Figure 1. Metal 4.
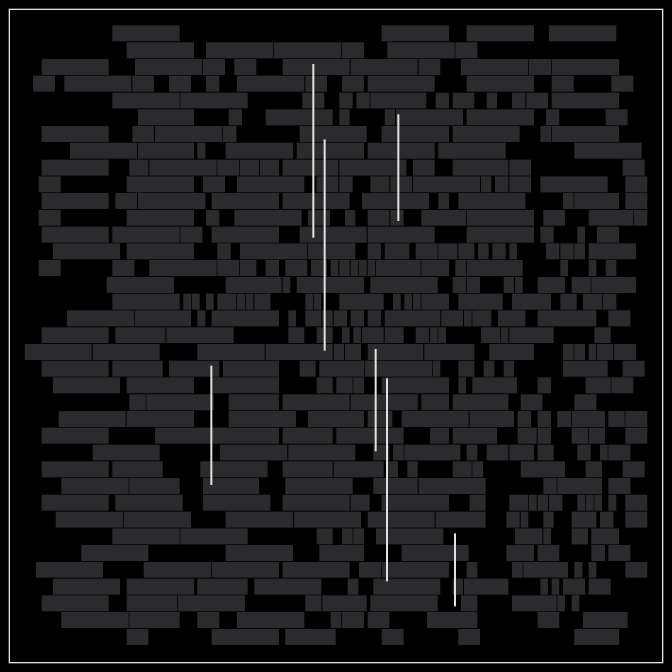
Figure 2. M2 wires.
Scale bar: 20 um.
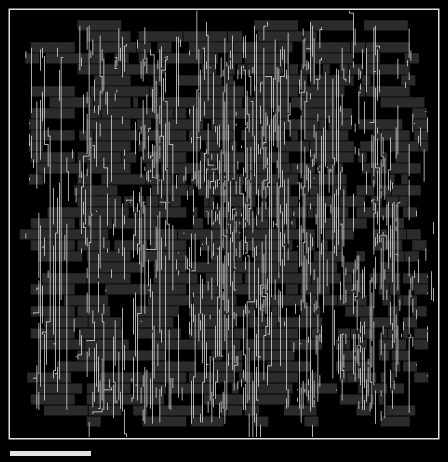
Figure 3. The metal 1 layer.
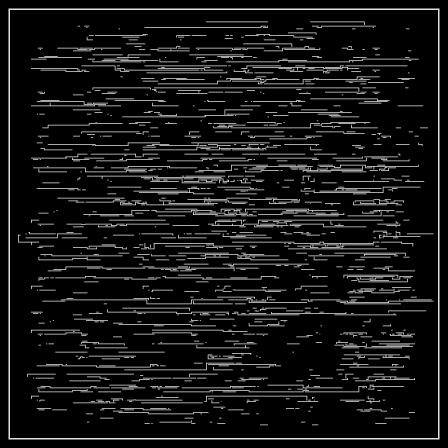
Figure 4. Signal wires on met3.
Scale bar: 20 um.
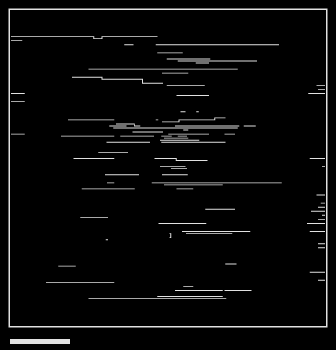
### src/rtl/uart_rx_fifo.sv
// Receive-side circular buffer between the UART receiver and a host consumer.
// Registered read data with a one-cycle rd_valid pulse, occupancy status and sticky overrun.
module uart_rx_fifo #(
  parameter int WIDTH    = 8,
  parameter int DEPTH    = 16,
  parameter int AF_LEVEL = 12
) (
  input  logic                       clk,
  input  logic                       rstn,
  input  logic                       wr_en,
  input  logic [WIDTH-1:0]           d_in,
  input  logic                       rd_en,
  output logic [WIDTH-1:0]           d_out,
  output logic                       rd_valid,
  output logic                       empty,
  output logic                       full,
  output logic                       almost_full,
  output logic [$clog2(DEPTH):0]     count,
  output logic                       overrun,
  input  logic                       clr_overrun
);

  localparam int AW = $clog2(DEPTH);
  localparam int CW = AW + 1;

  logic [WIDTH-1:0] mem [DEPTH];
  logic [AW-1:0]    wp;
  logic [AW-1:0]    rp;
  logic             rd_accept;
  logic             wr_accept;

  // Handshake: a read is taken when rd_en is high and the buffer holds data; its word
  // appears on d_out with rd_valid high for exactly the following cycle. A write is taken
  // when wr_en is high and there is room, where a same-cycle read counts as making room.
  assign rd_accept = rd_en && !empty;
  assign wr_accept = wr_en && (!full || rd_accept);

  // Status flags depend only on the registered occupancy counter.
  assign empty       = (count == '0);
  assign full        = (count == CW'(DEPTH));
  assign almost_full = (count >= CW'(AF_LEVEL));

  always_ff @(posedge clk) begin
    if (rstn && wr_accept) begin
      mem[wp] <= d_in;
    end
  end

  always_ff @(posedge clk) begin
    if (!rstn) begin
      wp       <= '0;
      rp       <= '0;
      count    <= '0;
      d_out    <= '0;
      rd_valid <= 1'b0;
      overrun  <= 1'b0;
    end else begin
      rd_valid <= rd_accept;
      if (rd_accept) begin
        d_out <= mem[rp];
        rp    <= rp + AW'(1);
      end
      if (wr_accept) begin
        wp <= wp + AW'(1);
      end
      case ({wr_accept, rd_accept})
        2'b10:   count <= count + CW'(1);
        2'b01:   count <= count - CW'(1);
        default: count <= count;
      endcase
      // A dropped write wins over a same-cycle clear.
      if (wr_en && !wr_accept) begin
        overrun <= 1'b1;
      end else if (clr_overrun) begin
        overrun <= 1'b0;
      end
    end
  end

endmodule

### config.mk
export PLATFORM = sky130hd
export DESIGN_NAME = uart_rx_fifo
export DESIGN_NICKNAME = d
export VERILOG_FILES = /design/src/rtl/uart_rx_fifo.sv
export SDC_FILE = /design/constraint.sdc
export NUM_CORES = 1
export LEC_CHECK = 0
export CORE_MARGIN = 2
export CORE_UTILIZATION = 59
export DETAILED_ROUTE_END_ITERATION = 8
export PLACE_DENSITY_LB_ADDON = 0.1
export SETUP_SLACK_MARGIN = 0.2
export SLEW_MARGIN = 40
export SYNTH_ARGS = -nofsm -noshare
export SYNTH_HDL_FRONTEND = slang
export SYNTH_SLANG_ARGS = --single-unit
### constraint.sdc
create_clock -name clk -period 3.3 [get_ports clk]
set_clock_uncertainty 0.1 [all_clocks]
set_input_delay 0.66 -clock clk [delete_from_list [all_inputs] [get_ports clk]]
set_output_delay 0.66 -clock clk [all_outputs]
set_load 0.005 [all_outputs]
==> deck_impl_summary.md <==
Synthesis and Place & Route Summary

Power
  – Group with the largest share of power: sequential cells
  – Power attributed to sequential cells: 2280 uW
  – Leakage Power: 0.00232 uW
  – Combinational group share of total power: 0.203
  – Peak VDD IR: 0.416 mV
  – Power attributed to combinational cells: 1040 uW
  – Clock Power: 1810 uW

Global route
  – All-layer global routing usage: 0.230
  – Global-route wire length before repair: 18,700 um
  – GRT busiest layer: met2
  – Number of global-route vias before repair: 3,375

Yosys
  – Synth area leader: edfxtp_1
  – Dominant cell by count in the synthesized netlist: edfxtp_1
  – Area share of the largest cell type after synthesis: 0.628
  – Number of nets produced by synthesis: 402
  – Largest family of logic cells by area: multiplexers
  – Number of warnings issued by yosys: 0
  – Adder-cell share of the synthesized area: 0.0196
  – Yosys stat area: 0.00612 mm2
  – Multiplexer fraction of the synthesized cell area: 0.126
  – Compound-gate portion of the synthesized area: 0.0630
  – Library cells used by synthesis: 43
  – Post-synthesis cell count from yosys: 380
  – Count of library flops with an enable pin: 128
  – Post-synthesis simple-gate area fraction: 0.0616

Finish
  – Total Nets Final: 445
  – Most instantiated logic cells after routing: edfxtp_1, mux2i_1, clkdlybuf4s50_1
  – Utilization after layout: 0.704
  – Most area-hungry cell class in the final design: flip-flops and latches
  – Fraction of final layout cells with drive strength greater than 1: 0.163
  – Number of sequential storage elements: 151
  – FF+latch area: 0.00431 mm2
  – Number of clock buffer instances in the layout: 17
  – Count of plain and timing-repair buffers: 43

Critical path
  – Crit-path slowest cell: or4_4
  – Register-to-register setup slack: 0.49 ns
  – Worst path max stage delay: 0.66 ns

CTS
  – Clk Latency, worst-skew pair: 0.52 ns
  – Buffer levels on the longest clock path: 2
  – Clock tree from TritonCTS: built
  – CTS sink cnt: 151
  – Clock transition at the registers of the reported paths: 0.07 ns
  – Post-CTS sizing: 1

Route
  – Number of optimization iterations in the first detailed-route pass: 4
  – Wire length per cell: 21.1 um
  – Met1 wire length: 5170 um
  – # DRC: 0
  – Via density: 6.01

Worst hold path
  – Kind of path behind the tightest hold check: flip-flop to flip-flop

Timing
  – Highest clock frequency the design can meet: 339 MHz
  – Minimum clock period after layout: 2.95 ns
  – RSZ-0062 raised after global routing: no
  – Setup slack of the critical path after layout: 0.349 ns
  – Finish-stage setup viols: 0
  – Max-slew headroom: 0.461

Floorplan
  – Height of the chip: 106 um
  – DIE WIDTH: 106 um
  – Inserted tap cell count: 136
  – Number of rows in the core area: 37
  – Standard cell core area: 0.0102 mm2

Run
  – MaxCap Viol Count: 0

Run status
  – Outcome: completed

Place
  – Area after DPL: 0.00661 mm2
About Figure 1:
wire length on this layer: 158 um
longest straight run: 34.0 um
nets with wire on the layer: 5
main direction: vertical
share of all routed wire: 1.3%

About Figure 2:
nets with wire on the layer: 383
share of all routed wire: 48%
global-route track usage on met2: 0.358
total wire length after detailed routing: 12,100 um
vias: 3,439

About Figure 3:
main direction: horizontal
nets with wire on the layer: 409
GRT met1 Usage: 0.322

About Figure 4:
longest straight run: 49.7 um
nets with wire on the layer: 60
main direction: horizontal

Power is estimated from default activity; no workload was simulated.
